Figure 1. Ports around the boundary (run 1).
Pins as bars across the die edge, other pins in grey.
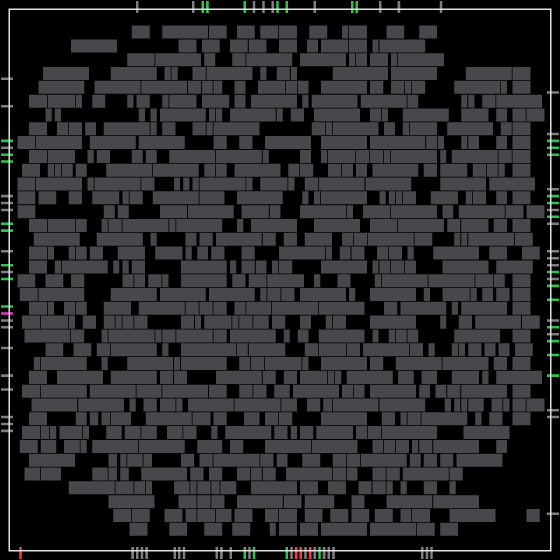
Figure 2. Gate families picked out (run 1).
Bar = 20 um.
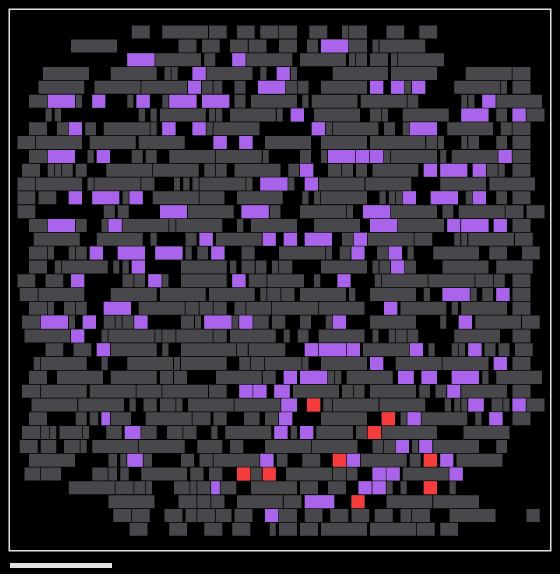
Figure 3. Register map, names as in the netlist (run 1).
Bar = 20 um.
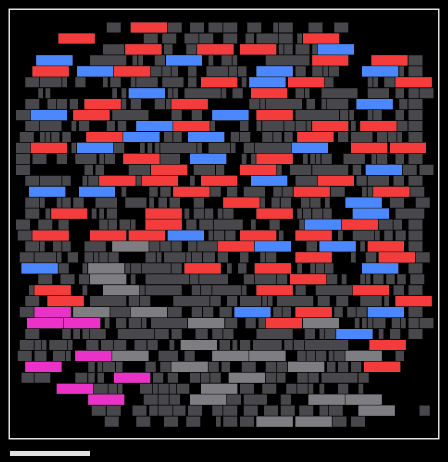
===== config.mk =====
export PLATFORM = sky130hd
export DESIGN_NAME = alu_result_stage_flat
export DESIGN_NICKNAME = d
export VERILOG_FILES = /design/src/rtl/alu_result_if.sv /design/src/rtl/alu_result_stage.sv /design/src/flat_wrapper.sv
export SDC_FILE = /design/constraint.sdc
export NUM_CORES = 1
export LEC_CHECK = 0
export CORE_UTILIZATION = 53
export DETAILED_ROUTE_END_ITERATION = 12
export MAX_ROUTING_LAYER = met4
export PLACE_DENSITY = 0.76
export SYNTH_ARGS = -nofsm -noshare
export SYNTH_HDL_FRONTEND = slang
export SYNTH_SLANG_ARGS = --single-unit

===== constraint.sdc =====
create_clock -name clk -period 2.9 [get_ports clk]
set_input_delay 0.87 -clock clk [delete_from_list [all_inputs] [get_ports clk]]
set_output_delay 0.87 -clock clk [all_outputs]
set_load 0.01 [all_outputs]

===== src/rtl/alu_result_if.sv =====
// Handshake bundle between the ALU, the result stage and writeback.
// The master side is the surrounding environment; the slave side is the stage.
interface alu_result_if #(
  parameter int DATA_WIDTH = 32,
  parameter int TAG_WIDTH  = 4
);
  logic                  in_valid;
  logic                  in_ready;
  logic [3:0]            in_op;
  logic [DATA_WIDTH-1:0] in_result;
  logic                  in_is_zero;
  logic [TAG_WIDTH-1:0]  in_tag;

  logic                  out_valid;
  logic                  out_ready;
  logic [DATA_WIDTH-1:0] out_result;
  logic                  out_is_zero;
  logic [TAG_WIDTH-1:0]  out_tag;
  logic                  out_illegal;

  modport master (
    output in_valid, in_op, in_result, in_is_zero, in_tag, out_ready,
    input  in_ready, out_valid, out_result, out_is_zero, out_tag, out_illegal
  );

  modport slave (
    input  in_valid, in_op, in_result, in_is_zero, in_tag, out_ready,
    output in_ready, out_valid, out_result, out_is_zero, out_tag, out_illegal
  );
endinterface


===== src/rtl/alu_result_stage.sv =====
// Registered ALU result stage: in-order circular buffer of ALU results with
// architectural zero flag tracking and screening of undefined opcodes 10-15.
module alu_result_stage #(
  parameter int DATA_WIDTH = 32,
  parameter int TAG_WIDTH  = 4,
  parameter int DEPTH      = 2
) (
  input  logic                    clk,
  input  logic                    rst_n,
  alu_result_if.slave             bus,
  output logic                    flag_zero,
  output logic [7:0]              illegal_count,
  output logic [$clog2(DEPTH):0]  count
);

  localparam int PTR_W = $clog2(DEPTH);
  localparam int CNT_W = PTR_W + 1;
  localparam logic [CNT_W-1:0] FULL_CNT      = CNT_W'(DEPTH);
  localparam logic [3:0]       LAST_LEGAL_OP = 4'd9;

  function automatic logic [7:0] sat_inc8(input logic [7:0] v);
    return (v == 8'hFF) ? v : v + 8'd1;
  endfunction

  function automatic logic [PTR_W-1:0] ptr_inc(input logic [PTR_W-1:0] p);
    return p + PTR_W'(1);
  endfunction

  logic [DATA_WIDTH-1:0] res_q  [DEPTH];
  logic [DATA_WIDTH-1:0] res_d  [DEPTH];
  logic                  zero_q [DEPTH];
  logic                  zero_d [DEPTH];
  logic [TAG_WIDTH-1:0]  tag_q  [DEPTH];
  logic [TAG_WIDTH-1:0]  tag_d  [DEPTH];
  logic                  ill_q  [DEPTH];
  logic                  ill_d  [DEPTH];

  logic [PTR_W-1:0]      wr_ptr_q, wr_ptr_d;
  logic [PTR_W-1:0]      rd_ptr_q, rd_ptr_d;
  logic [CNT_W-1:0]      count_q, count_d;
  logic                  flag_zero_q, flag_zero_d;
  logic [7:0]            ill_cnt_q, ill_cnt_d;

  logic [DATA_WIDTH-1:0] head_res_q, head_res_d;
  logic                  head_zero_q, head_zero_d;
  logic [TAG_WIDTH-1:0]  head_tag_q, head_tag_d;
  logic                  head_ill_q, head_ill_d;

  logic                  in_ready_c;
  logic                  out_valid_c;
  logic                  push;
  logic                  pop;
  logic                  op_illegal;

  // in_ready looks through to out_ready so a full buffer can swap head for tail.
  always_comb begin
    in_ready_c  = (count_q < FULL_CNT) || bus.out_ready;
    out_valid_c = (count_q != '0);
    push        = bus.in_valid && in_ready_c;
    pop         = out_valid_c && bus.out_ready;
    op_illegal  = (bus.in_op > LAST_LEGAL_OP);
  end

  always_comb begin
    res_d       = res_q;
    zero_d      = zero_q;
    tag_d       = tag_q;
    ill_d       = ill_q;
    wr_ptr_d    = wr_ptr_q;
    flag_zero_d = flag_zero_q;
    ill_cnt_d   = ill_cnt_q;
    if (push) begin
      res_d[wr_ptr_q]  = op_illegal ? '0 : bus.in_result;
      zero_d[wr_ptr_q] = op_illegal ? 1'b0 : bus.in_is_zero;
      tag_d[wr_ptr_q]  = bus.in_tag;
      ill_d[wr_ptr_q]  = op_illegal;
      wr_ptr_d         = ptr_inc(wr_ptr_q);
      // The flag follows acceptance order, never drain order.
      if (op_illegal) begin
        ill_cnt_d = sat_inc8(ill_cnt_q);
      end else begin
        flag_zero_d = bus.in_is_zero;
      end
    end
  end

  always_comb begin
    rd_ptr_d = rd_ptr_q;
    count_d  = count_q;
    if (pop) begin
      rd_ptr_d = ptr_inc(rd_ptr_q);
    end
    case ({push, pop})
      2'b10:   count_d = count_q + CNT_W'(1);
      2'b01:   count_d = count_q - CNT_W'(1);
      default: count_d = count_q;
    endcase
  end

  // Head registers preload the next head entry; they hold when the buffer drains.
  always_comb begin
    head_res_d  = head_res_q;
    head_zero_d = head_zero_q;
    head_tag_d  = head_tag_q;
    head_ill_d  = head_ill_q;
    if (count_d != '0) begin
      head_res_d  = res_d[rd_ptr_d];
      head_zero_d = zero_d[rd_ptr_d];
      head_tag_d  = tag_d[rd_ptr_d];
      head_ill_d  = ill_d[rd_ptr_d];
    end
  end

  always_ff @(posedge clk or negedge rst_n) begin
    if (!rst_n) begin
      for (int i = 0; i < DEPTH; i++) begin
        res_q[i]  <= '0;
        zero_q[i] <= 1'b0;
        tag_q[i]  <= '0;
        ill_q[i]  <= 1'b0;
      end
      wr_ptr_q    <= '0;
      rd_ptr_q    <= '0;
      count_q     <= '0;
      flag_zero_q <= 1'b0;
      ill_cnt_q   <= 8'd0;
      head_res_q  <= '0;
      head_zero_q <= 1'b0;
      head_tag_q  <= '0;
      head_ill_q  <= 1'b0;
    end else begin
      res_q       <= res_d;
      zero_q      <= zero_d;
      tag_q       <= tag_d;
      ill_q       <= ill_d;
      wr_ptr_q    <= wr_ptr_d;
      rd_ptr_q    <= rd_ptr_d;
      count_q     <= count_d;
      flag_zero_q <= flag_zero_d;
      ill_cnt_q   <= ill_cnt_d;
      head_res_q  <= head_res_d;
      head_zero_q <= head_zero_d;
      head_tag_q  <= head_tag_d;
      head_ill_q  <= head_ill_d;
    end
  end

  assign bus.in_ready    = in_ready_c;
  assign bus.out_valid   = out_valid_c;
  assign bus.out_result  = head_res_q;
  assign bus.out_is_zero = head_zero_q;
  assign bus.out_tag     = head_tag_q;
  assign bus.out_illegal = head_ill_q;
  assign flag_zero       = flag_zero_q;
  assign illegal_count   = ill_cnt_q;
  assign count           = count_q;

endmodule


===== src/flat_wrapper.sv =====
// flat-port wrapper written by rule: the top's interface ports become plain ports
module alu_result_stage_flat 
#(
  parameter int DATA_WIDTH = 32,
  parameter int TAG_WIDTH  = 4,
  parameter int DEPTH      = 2
)
  (clk, rst_n, flag_zero, illegal_count, count, bus_in_valid, bus_in_op, bus_in_result, bus_in_is_zero, bus_in_tag, bus_out_ready, bus_in_ready, bus_out_valid, bus_out_result, bus_out_is_zero, bus_out_tag, bus_out_illegal);
  alu_result_if #(.DATA_WIDTH(DATA_WIDTH), .TAG_WIDTH(TAG_WIDTH)) bus_i ();
  input  logic clk;
  input  logic rst_n;
  output logic flag_zero;
  output logic [7:0] illegal_count;
  output logic [$clog2(DEPTH):0] count;
  input wire logic [$bits(bus_i.in_valid)-1:0] bus_in_valid;
  input wire logic [$bits(bus_i.in_op)-1:0] bus_in_op;
  input wire logic [$bits(bus_i.in_result)-1:0] bus_in_result;
  input wire logic [$bits(bus_i.in_is_zero)-1:0] bus_in_is_zero;
  input wire logic [$bits(bus_i.in_tag)-1:0] bus_in_tag;
  input wire logic [$bits(bus_i.out_ready)-1:0] bus_out_ready;
  output wire logic [$bits(bus_i.in_ready)-1:0] bus_in_ready;
  output wire logic [$bits(bus_i.out_valid)-1:0] bus_out_valid;
  output wire logic [$bits(bus_i.out_result)-1:0] bus_out_result;
  output wire logic [$bits(bus_i.out_is_zero)-1:0] bus_out_is_zero;
  output wire logic [$bits(bus_i.out_tag)-1:0] bus_out_tag;
  output wire logic [$bits(bus_i.out_illegal)-1:0] bus_out_illegal;
  assign bus_i.in_valid = bus_in_valid;
  assign bus_i.in_op = bus_in_op;
  assign bus_i.in_result = bus_in_result;
  assign bus_i.in_is_zero = bus_in_is_zero;
  assign bus_i.in_tag = bus_in_tag;
  assign bus_i.out_ready = bus_out_ready;
  assign bus_in_ready = bus_i.in_ready;
  assign bus_out_valid = bus_i.out_valid;
  assign bus_out_result = bus_i.out_result;
  assign bus_out_is_zero = bus_i.out_is_zero;
  assign bus_out_tag = bus_i.out_tag;
  assign bus_out_illegal = bus_i.out_illegal;
  alu_result_stage #(.DATA_WIDTH(DATA_WIDTH), .TAG_WIDTH(TAG_WIDTH), .DEPTH(DEPTH)) u_core (.clk(clk), .rst_n(rst_n), .bus(bus_i), .flag_zero(flag_zero), .illegal_count(illegal_count), .count(count));
endmodule

==> impl_metrics.tcl, run 1 <==
# collected from the flow reports
set metrics [dict create \
    num-fill-cells 792 \
    gp_congestion 0.780 \
    wl_per_cell_um 18.6 \
    power.leakage_nw 3.65 \
    syn_nets 576 \
    ir_drop_v 0.000741 \
    hpwlAfterDp_um 8750 \
    postCtsSetupBuffers 0 \
    clk_pin_slew_ns 0.06 \
    clkbuf_count 22 \
    ys_chip_area_um2 5770 \
    max_slew_margin 0.640 \
    r2r-end "u_core.bus.out_result[23]" \
    run_status "completed" \
    largest_reg_flops 64 \
    fp-utilization 0.552 \
    yosys_register_bits 127 \
    ys_cells 529 \
    critPathMaxStageDelay_ns 0.47 \
    cp_num_buf_inv 2 \
    finalMaxSlewViolations 0 \
    cts_hold_buffers 0 \
    dieArea_um2 11300 \
    synth-simple-area-share 0.131 \
    ys_sh_xor 0.0152 \
    cts_resized 1 \
    synthAoiAreaFrac 0.211 \
    tns_ns 0 \
    seq_cells 127 \
    cts_root_buf "clkbuf_8" \
    dp.cells 743 \
    cts_sinks 127 \
    p_total_mw 8.97 \
    synth.avg_cell_area_um2 10.9 \
    vias_per_cell 5.94 \
    regMostFlops "u_core.res_q" \
    synth_warnings 0 \
    power_density_nw_per_um2 1180 \
    grt_first_pass_wirelength_um 24200 \
    drc 0 \
    worst_setup_path_end_kind "flip-flop" \
    final-clk-cell-share 0.0806 \
    cts_buffer_depth 2 \
    antenna_cells 0 \
]
## Picture notes: Figure 1
legend:
  red:
    port: `bus_in_op`
    pins: 4
    direction: input
    edge: south
  green:
    port: `bus_in_result`
    pins: 32
    direction: input
    edge: 13 east, 8 west, 7 north, 4 south
  magenta:
    port: `bus_in_is_zero`
    pins: 1
    direction: input
    edge: west
all pins by edge: 28 south, 27 east, 25 west, 16 north

## Picture notes: Figure 2
legend:
  red:
    family: AND-OR and OR-AND gates
    cells: 9
  purple:
    family: inverting AOI/OAI gates
    cells: 123
    where: all over the die

## Picture notes: Figure 3
legend:
  blue:
    name_in_the_netlist: `u_core.bus.out_result`
    sequential_cells: 32
  magenta:
    name_in_the_netlist: `u_core.illegal_count`
    sequential_cells: 8
    where: south-west
  red:
    name_in_the_netlist: `u_core.res_q`
    sequential_cells: 64

[run 1: synthesized netlist by cell type (all sizes together), types with 3 or more instances]
library cell	number	area, um^2
dfrtp	127	3180
inv	70	263
a21boi	68	510
nand4	68	425
nand2	44	165
o221ai	33	477
clkbuf	28	105
buf	18	116
a211oi	8	60.1
a21o	8	60.1
and3	8	50.1
xor2	7	61.3
o31ai	5	37.5
nor2	4	15.0
nand3	3	15.0
nor3	3	15.0
o21ai	3	15.0
xnor2	3	26.3
[run 1: routing by layer]
layer	vias up	wire length, um	track usage
li1	2083	-	-
met1	2316	6140	0.356
met2	186	7310	0.459
met3	16	805	0.0576
met4	0	189	0.103
met5	-	0	-
## Run 2: what changed since run 1
Settings changed: CORE_UTILIZATION 53 to 40, PLACE_DENSITY 0.76 to 0.59.
Figure 4. Ports around the boundary (run 2).
Pins as bars across the die edge, other pins in grey.
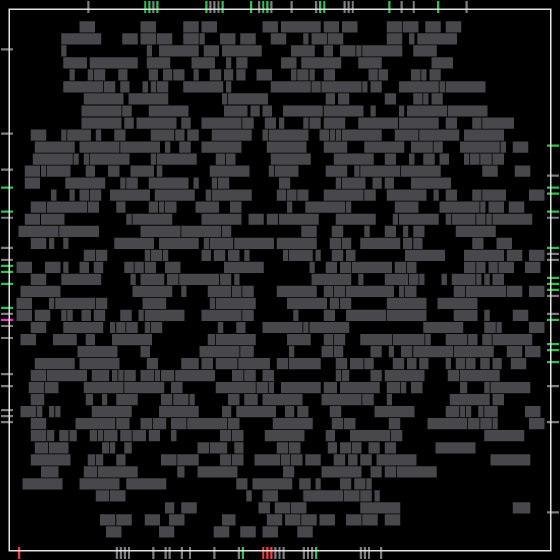
legend:
  magenta:
    port: `bus_in_is_zero`
    pins: 1
    direction: input
    edge: west
  red:
    port: `bus_in_op`
    pins: 4
    direction: input
    edge: south
  green:
    port: `bus_in_result`
    pins: 32
    direction: input
    edge: 12 north, 12 east, 6 west, 2 south
all pins by edge: 27 south, 27 north, 21 west, 21 east
Die W: 122 um
die height: 122 um
tally of buffers added on design ports: 94

==> run 2 against run 1 <==
  * Clock skew grew 0.0052 ns
  * Sequential cell count is the same
  * Area after synthesis is the same
  * Largest cell class unchanged
  * Combinational power is essentially flat
  * Maximum frequency shrank 0.25%
  * Via count shrank 2.2%
==> impl_metrics.tcl, run 2 <==
# collected from the flow reports
set metrics [dict create \
    run_status "completed" \
    cts_resized 2 \
    yosysMostFrequentCell "dfrtp_1" \
    synth.largest_area_cell "dfrtp_1" \
    final-clk-cell-share 0.0769 \
    largest_reg_flops 64 \
    max_slew_margin 0.588 \
    cts_sinks 127 \
    yosys_register_bits 127 \
    antenna_cells 0 \
    clkbuf_count 24 \
    topCellsByArea "dfrtp_1 55%, o221ai_2 7.8%, nand4_1 7.4%" \
    ys_chip_area_um2 5770 \
    critPathMaxStageDelay_ns 0.49 \
    power.leakage_nw 3.69 \
    synth.avg_cell_area_um2 10.9 \
    cts_root_buf "clkbuf_16" \
    gp_congestion 0.791 \
    postCtsSetupBuffers 0 \
    vias_per_cell 5.47 \
    cts_buffer_depth 2 \
    seq_cells 127 \
    cts_hold_buffers 0 \
    hpwlAfterDp_um 9090 \
    synth_warnings 0 \
    syn_nets 576 \
    top_cells_by_count "127 x dfrtp_1, 69 x inv_1, 68 x nand4_1, 44 x nand2_1, 39 x a21boi_0" \
    regMostFlops "u_core.res_q" \
    cp_num_buf_inv 2 \
    drc 0 \
    grt_first_pass_wirelength_um 24000 \
    ys_cells 529 \
    netlist.area_leader.share 0.551 \
    r2r-end "u_core.bus.out_result[4]" \
    num-fill-cells 1251 \
    clk_pin_slew_ns 0.06 \
]
Figure 5. Gate families picked out (run 2).
Bar = 20 um.
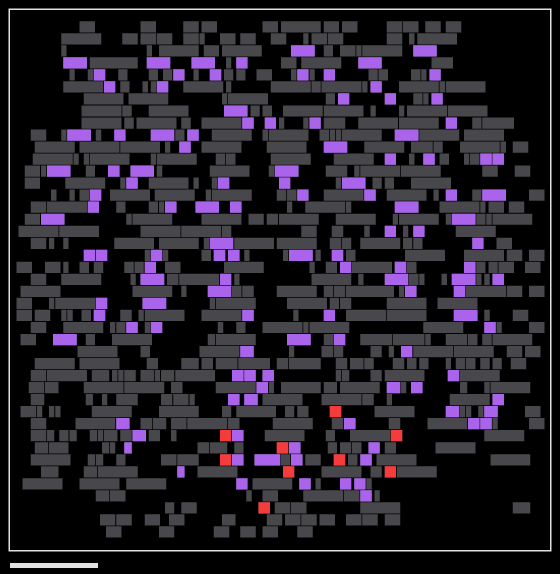
legend:
  purple:
    family: inverting AOI/OAI gates
    cells: 123
    where: all over the die
  red:
    family: AND-OR and OR-AND gates
    cells: 9
    where: south
Layout Cells excl Fill: 823
most numerous logic cell after layout: dfrtp_1

run 2: cell count changes in the layout (fill, tap and decap cells not counted), sizes merged:
cell / delta
clkbuf: +2
bufinv: -2
clkinv: +2
buf: +6
clkinvlp: -4
run 2: logic make-up after synthesis:
logic type | Yosys count | synth area share
buffers and inverters | 116 | 0.0839
AND/OR/NAND/NOR | 140 | 0.131
flip-flops | 127 | 0.551
XOR/XNOR | 10 | 0.0152
AND-OR/OR-AND | 132 | 0.211
adder cells (fa/ha/maj) | 2 | 0.00433
multiplexers | 2 | 0.00390
run 2: per-layer routing:
metal	wire [um]	GRT usage
met5	0	-
met4	129	0.0579
met3	672	0.0492
met2	7240	0.345
met1	6720	0.287
Figure 6. Signal wires by layer (run 2).
Two of the layers only.
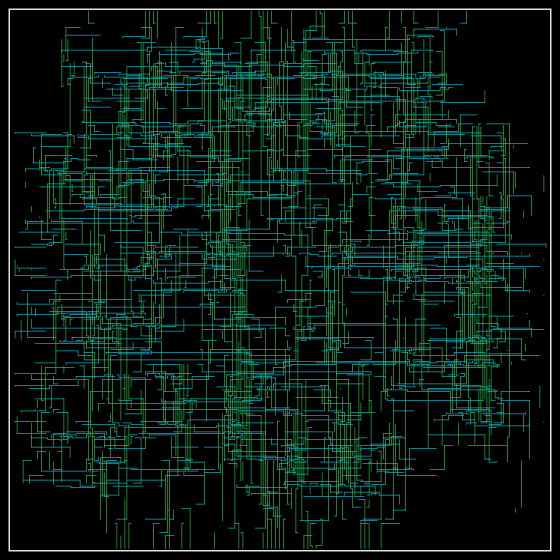

## Run 3: what changed since run 2
Settings changed: MAX_ROUTING_LAYER met4 to not set.
Figure 7. Signal wires by layer (run 3).
Two of the layers only.
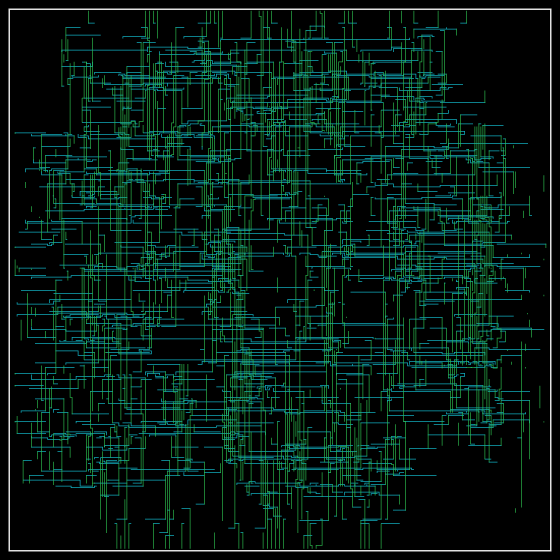
legend:
  green:
    layer: met2
    wire_length: 7200 um
  cyan:
    layer: met1
    wire_length: 6650 um
final WL: 14700 um
Wirelength per Cell: 17.9 um

Figure 8. Register map, names as in the netlist (run 3).
Bar = 20 um.
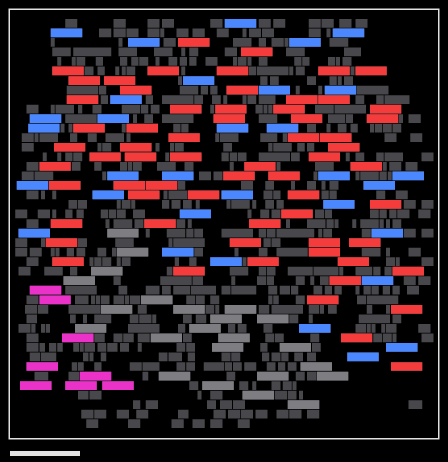
legend:
  blue:
    name_in_the_netlist: `u_core.bus.out_result`
    sequential_cells: 32
  red:
    name_in_the_netlist: `u_core.res_q`
    sequential_cells: 64
  magenta:
    name_in_the_netlist: `u_core.illegal_count`
    sequential_cells: 8
    where: south-west
not coloured: 23
sequential power: 2.91 mW
Sequential cell area: 3180 um^2
Seq area share: 0.413
Core Util, Final: 0.550

==> run 3 against run 2 <==
  * Final cell count stayed put
  * Critical path depth did not move
  * Register-to-register slack gained 0.02 ns
  * Sequential cell count is the same
  * Clock skew down 0.00057 ns
  * Maximum frequency about the same
  * Count of clock-buffer cells in the layout did not move
  * Setup slack got worse by 0.0012 ns
  * Critical path type unchanged
==> impl_metrics.tcl, run 3 <==
# collected from the flow reports
set metrics [dict create \
    run_status "completed" \
    cts_sinks 127 \
    yosys_register_bits 127 \
    ys_cells 529 \
    synth.largest_area_cell "dfrtp_1" \
    finalMaxSlewViolations 0 \
    power.leakage_nw 3.69 \
    max_slew_margin 0.589 \
    ys_sh_xor 0.0152 \
    r2r-end "u_core.bus.out_result[4]" \
    synth.avg_cell_area_um2 10.9 \
    hpwlAfterDp_um 9090 \
    lay_top_count "dfrtp_1" \
    postCtsSetupBuffers 0 \
    worst_setup_path_end_kind "flip-flop" \
    dieArea_um2 14900 \
    grtUsageMet3 0.0496 \
    mux_area_frac 0.00390 \
    clk_pin_slew_ns 0.06 \
    portBuffers 94 \
]
==> run 3: cell counts after synthesis <==
No cell type changed its count.
==> run 3: timing repair <==
item                                    in CTS  in global routing
hold buffers                                 0                  0
resized                                      2                  2
endpoints found under the setup margin      31                 43
gates cloned                                 0                  0
==> run 3: routing by layer <==
| layer | wire length [um] | vias up |
|---|---|---|
| met5 | 0 | - |
| met4 | 141 | 0 |
| met1 | 6650 | 2281 |
| li1 | - | 2082 |
| met2 | 7200 | 122 |
| met3 | 716 | 14 |
==> run 3: cell type report <==
type | instances | area share
clock buffer | 24 | 0.0665
clock inverter | 6 | 0.0104
inverter | 70 | 0.0341
multi-input combinational | 286 | 0.281
sequential | 127 | 0.413
tap | 180 | 0.0293
timing repair buffer | 130 | 0.166

==> screenshots <==
Clock nets.
(a)
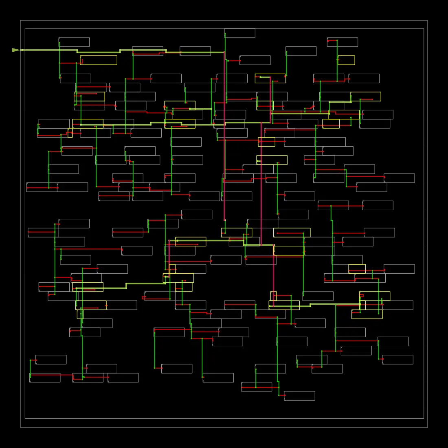
(b)
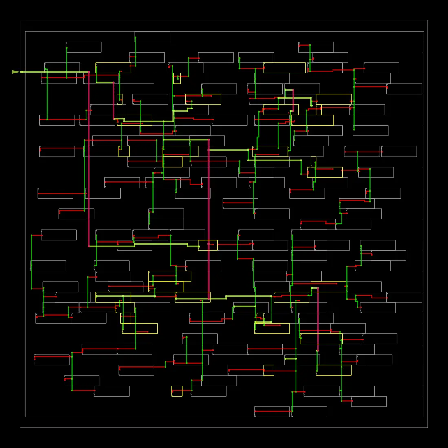
(b): run 1
(a): run 2

No activity file was given, so power comes from the tool's default toggle rates.
